$ cat config.mk
export PLATFORM = sky130hd
export DESIGN_NAME = dac_spi_receiver
export DESIGN_NICKNAME = d
export VERILOG_FILES = /design/src/rtl/spi_pkg.sv /design/src/rtl/sync_edge.sv /design/src/rtl/dac_spi_receiver.sv
export SDC_FILE = /design/constraint.sdc
export NUM_CORES = 1
export LEC_CHECK = 0
export ABC_AREA = 1
export CORE_MARGIN = 5
export CORE_UTILIZATION = 30
export DETAILED_ROUTE_END_ITERATION = 7
export GPL_TIMING_DRIVEN = 0
export PLACE_DENSITY = 0.48
export SLEW_MARGIN = 25
export SYNTH_ARGS = -nofsm -noshare
export SYNTH_HDL_FRONTEND = slang
export SYNTH_SLANG_ARGS = --single-unit
$ cat constraint.sdc
create_clock -name clk_i -period 2.3 [get_ports clk_i]
set_input_delay 0.575 -clock clk_i [delete_from_list [all_inputs] [get_ports clk_i]]
set_output_delay 0.575 -clock clk_i [all_outputs]
set_load 0.01 [all_outputs]
$ cat src/rtl/spi_pkg.sv
// Shared definitions for the DAC SPI link: receiver FSM states, frame
// geometry and the command codes understood by both writer and receiver.
package spi_pkg;

    typedef enum logic {
        IDLE  = 1'b0,
        SHIFT = 1'b1
    } state_t;

    localparam int DAC_FRAME_BITS = 24;
    localparam int DAC_DATA_BITS  = 16;

    localparam logic [7:0] CMD_WRITE_UPDATE = 8'h30;
    localparam logic [7:0] CMD_NOP          = 8'h00;

endpackage

$ cat src/rtl/sync_edge.sv
// Multi-stage synchroniser for one asynchronous input, followed by a
// rise/fall detector that compares the last stage with a delayed copy.
module sync_edge #(
    parameter int   SYNC_STAGES = 2,
    parameter logic RESET_VAL   = 1'b0
) (
    input  logic clk_i,
    input  logic reset_i,
    input  logic d_i,
    output logic level_o,
    output logic rise_o,
    output logic fall_o
);

    logic [SYNC_STAGES-1:0] r_sync;
    logic                   r_last;

    // Shift the raw pin through the synchroniser chain and keep one extra
    // delayed copy of the settled level for edge detection.
    always_ff @(posedge clk_i or posedge reset_i) begin
        if (reset_i) begin
            r_sync <= {SYNC_STAGES{RESET_VAL}};
            r_last <= RESET_VAL;
        end else begin
            r_sync <= {r_sync[SYNC_STAGES-2:0], d_i};
            r_last <= r_sync[SYNC_STAGES-1];
        end
    end

    assign level_o = r_sync[SYNC_STAGES-1];
    assign rise_o  = r_sync[SYNC_STAGES-1] & ~r_last;
    assign fall_o  = ~r_sync[SYNC_STAGES-1] & r_last;

endmodule

$ cat src/rtl/dac_spi_receiver.sv
// Responder end of the DAC SPI link. Oversamples the SPI pins with the
// system clock, deserialises 24-bit frames into command and sample fields,
// and flags frames whose bit count is wrong.
module dac_spi_receiver
    import spi_pkg::*;
#(
    parameter int FRAME_BITS  = DAC_FRAME_BITS,
    parameter int DATA_BITS   = DAC_DATA_BITS,
    parameter int SYNC_STAGES = 2
) (
    input  logic                 clk_i,
    input  logic                 reset_i,
    input  logic                 spi_clk_i,
    input  logic                 spi_mosi_i,
    input  logic                 spi_cs_i,
    input  logic                 dac_reset_ni,
    output logic [7:0]           cmd_o,
    output logic [DATA_BITS-1:0] data_o,
    output logic                 valid_o,
    output logic                 frame_err_o,
    output logic                 busy_o
);

    // The counter must be able to hold FRAME_BITS+1 so overruns are visible.
    localparam int            CW       = $clog2(FRAME_BITS + 2);
    localparam logic [CW-1:0] CNT_FULL = CW'(FRAME_BITS);
    localparam logic [CW-1:0] CNT_SAT  = CW'(FRAME_BITS + 1);

    logic w_sclkRise;
    logic w_unusedSclkLevel;
    logic w_unusedSclkFall;
    logic w_mosi;
    logic w_unusedMosiRise;
    logic w_unusedMosiFall;
    logic w_unusedCsLevel;
    logic w_csRise;
    logic w_csFall;
    logic w_dacRstN;
    logic w_unusedDacRise;
    logic w_unusedDacFall;

    state_t                r_state;
    state_t                w_nextState;
    logic [FRAME_BITS-1:0] r_sr;
    logic [CW-1:0]         r_count;
    logic [7:0]            r_cmd;
    logic [DATA_BITS-1:0]  r_data;
    logic                  r_valid;
    logic                  r_frameErr;

    sync_edge #(.SYNC_STAGES(SYNC_STAGES), .RESET_VAL(1'b0)) u_syncSclk (
        .clk_i   (clk_i),
        .reset_i (reset_i),
        .d_i     (spi_clk_i),
        .level_o (w_unusedSclkLevel),
        .rise_o  (w_sclkRise),
        .fall_o  (w_unusedSclkFall)
    );

    sync_edge #(.SYNC_STAGES(SYNC_STAGES), .RESET_VAL(1'b0)) u_syncMosi (
        .clk_i   (clk_i),
        .reset_i (reset_i),
        .d_i     (spi_mosi_i),
        .level_o (w_mosi),
        .rise_o  (w_unusedMosiRise),
        .fall_o  (w_unusedMosiFall)
    );

    // Chip select idles high, so its synchroniser resets high to avoid a
    // phantom falling edge straight out of reset.
    sync_edge #(.SYNC_STAGES(SYNC_STAGES), .RESET_VAL(1'b1)) u_syncCs (
        .clk_i   (clk_i),
        .reset_i (reset_i),
        .d_i     (spi_cs_i),
        .level_o (w_unusedCsLevel),
        .rise_o  (w_csRise),
        .fall_o  (w_csFall)
    );

    sync_edge #(.SYNC_STAGES(SYNC_STAGES), .RESET_VAL(1'b1)) u_syncDacRst (
        .clk_i   (clk_i),
        .reset_i (reset_i),
        .d_i     (dac_reset_ni),
        .level_o (w_dacRstN),
        .rise_o  (w_unusedDacRise),
        .fall_o  (w_unusedDacFall)
    );

    // State register.
    always_ff @(posedge clk_i or posedge reset_i) begin
        if (reset_i) begin
            r_state <= IDLE;
        end else begin
            r_state <= w_nextState;
        end
    end

    // Next state: frames open on a cs fall, close on a cs rise, and a held
    // DAC reset pins the FSM in IDLE.
    always_comb begin
        w_nextState = r_state;
        case (r_state)
            IDLE: begin
                if (w_dacRstN && w_csFall) begin
                    w_nextState = SHIFT;
                end
            end
            SHIFT: begin
                if (!w_dacRstN || w_csRise) begin
                    w_nextState = IDLE;
                end
            end
            default: w_nextState = IDLE;
        endcase
    end

    // Datapath: shift register, saturating bit counter, result registers
    // and the one-cycle result pulses. A cs rise takes priority over a
    // simultaneous sclk rise, so that last bit is dropped.
    always_ff @(posedge clk_i or posedge reset_i) begin
        if (reset_i) begin
            r_sr       <= '0;
            r_count    <= '0;
            r_cmd      <= '0;
            r_data     <= '0;
            r_valid    <= 1'b0;
            r_frameErr <= 1'b0;
        end else begin
            r_valid    <= 1'b0;
            r_frameErr <= 1'b0;
            if (!w_dacRstN) begin
                r_sr    <= '0;
                r_count <= '0;
                r_cmd   <= '0;
                r_data  <= '0;
            end else begin
                case (r_state)
                    IDLE: begin
                        if (w_csFall) begin
                            r_sr    <= '0;
                            r_count <= '0;
                        end
                    end
                    SHIFT: begin
                        if (w_csRise) begin
                            if (r_count == CNT_FULL) begin
                                r_cmd   <= r_sr[FRAME_BITS-1 -: 8];
                                r_data  <= r_sr[DATA_BITS-1:0];
                                r_valid <= 1'b1;
                            end else if (r_count != '0) begin
                                r_frameErr <= 1'b1;
                            end
                        end else if (w_sclkRise) begin
                            r_sr <= {r_sr[FRAME_BITS-2:0], w_mosi};
                            if (r_count != CNT_SAT) begin
                                r_count <= r_count + 1'b1;
                            end
                        end
                    end
                    default: ;
                endcase
            end
        end
    end

    assign cmd_o       = r_cmd;
    assign data_o      = r_data;
    assign valid_o     = r_valid;
    assign frame_err_o = r_frameErr;
    assign busy_o      = (r_state == SHIFT);

endmodule

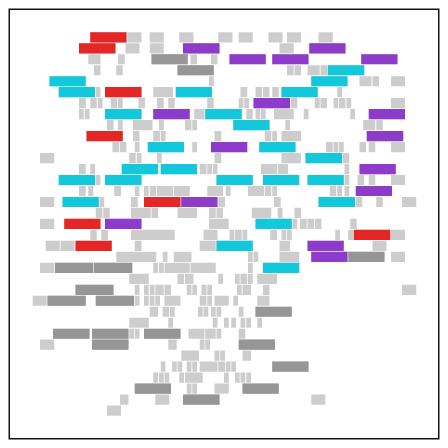
flops_by_reg.png
Key: red = `cmd_o` [placed flops 8]; purple = `data_o` [placed flops 16]; cyan = `r_sr` [placed flops 24]
Another 18 sequential cells are not colored.
sequential power: 1.19 mW
utilization after layout: 0.380
Register Area: 0.00166 mm2

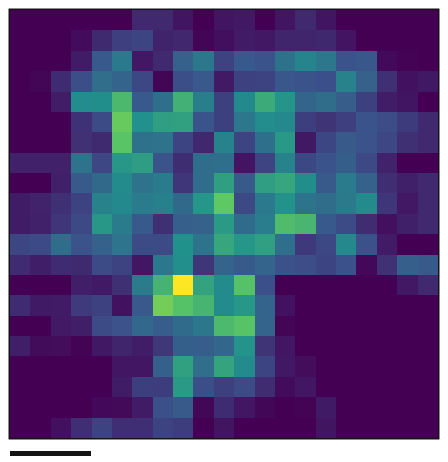
metal_density.png
Scale bar: 20 um. The die is cut into 21 by 21 equal tiles; dark purple is low, yellow is high, scaled to the fullest tile. Values are wire area over tile area, all layers added.
The mean over all tiles is 0.082. 8.8% of the tiles are over half the peak. The emptiest ninth of the die: south-east. 28% of the tiles are nearly empty.
final routed wire length divided by cell count: 13.5 um
vias: 1986
total global routing track utilization: 0.115

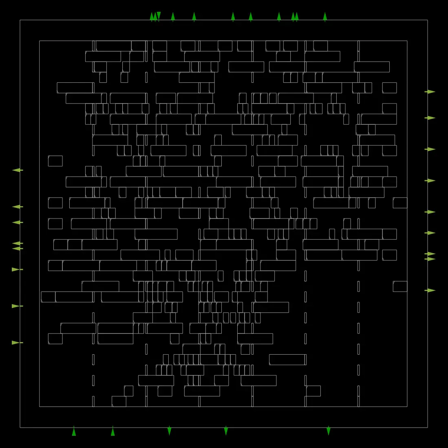
placement.png
fin cells: 442
well-tap cell count: 111
total number of sequential cells: 66
CORE AREA: 0.00911 mm2
fraction of area in registers: 0.479

==> deck_impl_summary.md <==
Synthesis and Place & Route Summary

Run status
  – Run status: finished clean

Route
  – Remaining antenna violation count: 0
  – Routed via count divided by cell count: 4.49
  – Iter 0 DRT Violations: 105
  – Post-route DRC violation count: 0

Job
  – Tool Warnings: 28
  – Max-cap check violation count: 0

Logic synthesis
  – Dominant combinational family: simple AND/OR/NAND/NOR gates
  – Post-synth area from yosys stat: 0.00277 mm2
  – Post-synthesis simple-gate area fraction: 0.196
  – Register share after synthesis: 0.599
  – Share of cell area taken by muxes after synthesis: 0
  – Largest cells by area after synthesis: sky130_fd_sc_hd__dfrtp_1 55%, sky130_fd_sc_hd__nand2_1 7.5%, sky130_fd_sc_hd__inv_1 5.3%, sky130_fd_sc_hd__nand3_1 5.2%, sky130_fd_sc_hd__dfstp_2 4.7%
  – Post-Synthesis Mean Instance Area: 9.78 um2
  – Cell type contributing the most total cell area after synthesis: sky130_fd_sc_hd__dfrtp_1
  – Number of distinct standard cells referenced by the synthesized netlist: 25

Worst setup path
  – Critical Path Source Type: register
  – Maximum single-stage delay on the critical path: 0.59 ns
  – Cell depth of the worst setup path: 1
  – Kind of cell adding the most delay to the critical path: buffers and inverters
  – End of the worst register-to-register path: r_count[4]
  – Required @ worst endpoint: 1.73 ns
  – Crit end category: output port

Clock tree
  – Number of gates given a new drive strength after cts: 0

Finish
  – Tally of filler cells in the layout: 922

Global route
  – Number of global-route vias before repair: 2015
  – GRT met3 Usage: 0.0261
  – Initial antenna violation count: 0
  – Fraction of met2 tracks used by global routing: 0.177

STA
  – Number of hold violations in the final report: 0
  – Final setup viols: 0
  – Transition time at the pin with the least slew margin: 0.404 ns
  – Post-layout min period: 2.01 ns

Die
  – Height of the chip: 106 um
  – Die Footprint: 0.0112 mm2

Pwr
  – Power per unit of standard cell area: 666 mW/mm2

Place
  – Routability-driven placement congestion ratio: 0.732
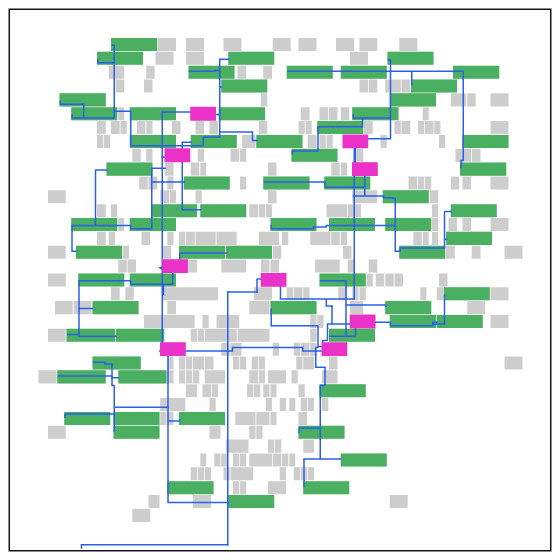
clk_routes.png
Key: blue = clock wires [length 905 um]; green = flip-flops [count 66]; magenta = clock drivers [count 9]
Position of the flops: widely spread. There are 10 routed clock nets.
insertion delay at the late pin of the worst-skew pair: 0.34 ns
Clock Power Share: 0.432
Post-Route Skew: 0.0104 ns
clock group power: 0.996 mW

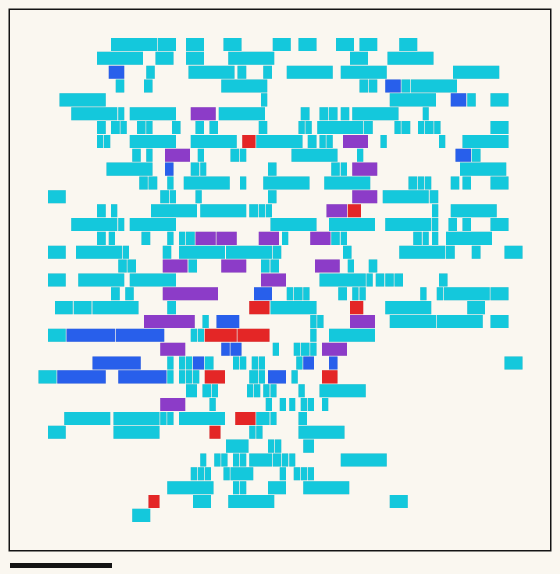
sizes.png
Scale bar: 20 um.
Key: cyan = _0 and _1 cells [cells 282, most used dfrtp_1]; purple = _6 and larger [cells 20, most used clkbuf_8]; blue = _2 cells [cells 18, most used dfstp_2]; red = _3 and _4 cells [cells 11]
count of plain and timing-repair buffers in the layout: 44
layout overhead on the synthesized area: 25.0%

## synthesized netlist by cell type, drive strengths merged
cell type / count
a211oi: 1
buf: 9
clkbuf: 2
dfrtp: 61
dfstp: 5
ha: 3
inv: 40
nand2: 59
nand3: 33
nand4: 2
nor2: 18
o21ai: 48
o22ai: 1
or2: 1
## cell type report
| class | count | area (um2) | share of cell area |
|---|---|---|---|
| well taps | 111 | 139 | 0.0401 |
| multi-input cells | 166 | 848 | 0.245 |
| plain buffers | 11 | 109 | 0.0315 |
| inverters | 40 | 155 | 0.0448 |
| flip-flops and latches | 66 | 1660 | 0.479 |
| clock inverters | 4 | 51.3 | 0.0148 |
| clock buffers | 11 | 151 | 0.0438 |
| repair buffers | 33 | 348 | 0.101 |
## how the worst min path moves through the flow
stage | cells past startpoint | to | slack [ns]
after floorplan | 0 | u_syncMosi.r_sync[1] | 0.33
after global placement | 0 | u_syncSclk.r_sync[1] | 0.33
after detailed placement | 0 | u_syncMosi.r_sync[1] | 0.34
after CTS | 0 | u_syncMosi.r_sync[1] | 0.35
after global routing | 0 | u_syncMosi.r_sync[1] | 0.36
final | 0 | u_syncMosi.r_sync[1] | 0.35
## stage by stage
step	hold slack, ns	setup TNS [ns]	std cells
2_1_floorplan	0.331	0	283
3_3_place_gp	0.333	-76.01	426
3_5_place_dp	0.337	0	427
4_1_cts	0.355	0	442
5_1_grt	0.359	0	442
6_report	0.353	0	442
## cell families (layout without fill, tap and decap cells)
group                      Yosys count  in the layout
buffers and inverters               51             99
and+or+nand+nor                    113            113
adders and majority gates            3              3
AOI/OAI and AO/OA                   50             50
DFF                                 66             66
## registers in the layout, indices dropped and copies added (netlist names)
signal / flops
r_count: 5
data_o: 16
u_syncSclk.r_last: 1
u_syncCs.r_last: 1
u_syncMosi.r_sync: 2
cmd_o: 8
u_syncDacRst.r_sync: 2
u_syncSclk.r_sync: 2
busy_o: 1
valid_o: 1
r_sr: 24
frame_err_o: 1
u_syncCs.r_sync: 2
## metal layers
layer,up-vias,wire length (um)
met5,-,0
met4,0,127
met3,8,187
met2,29,2710
met1,962,2940
li1,987,-
## report_power, final
part	internal [mW]	switching (mW)
sequential	1.18	0.00953
combinational	0.0404	0.0832
clock	0.554	0.442
total	1.77	0.535
No activity file was given, so power comes from the tool's default toggle rates.
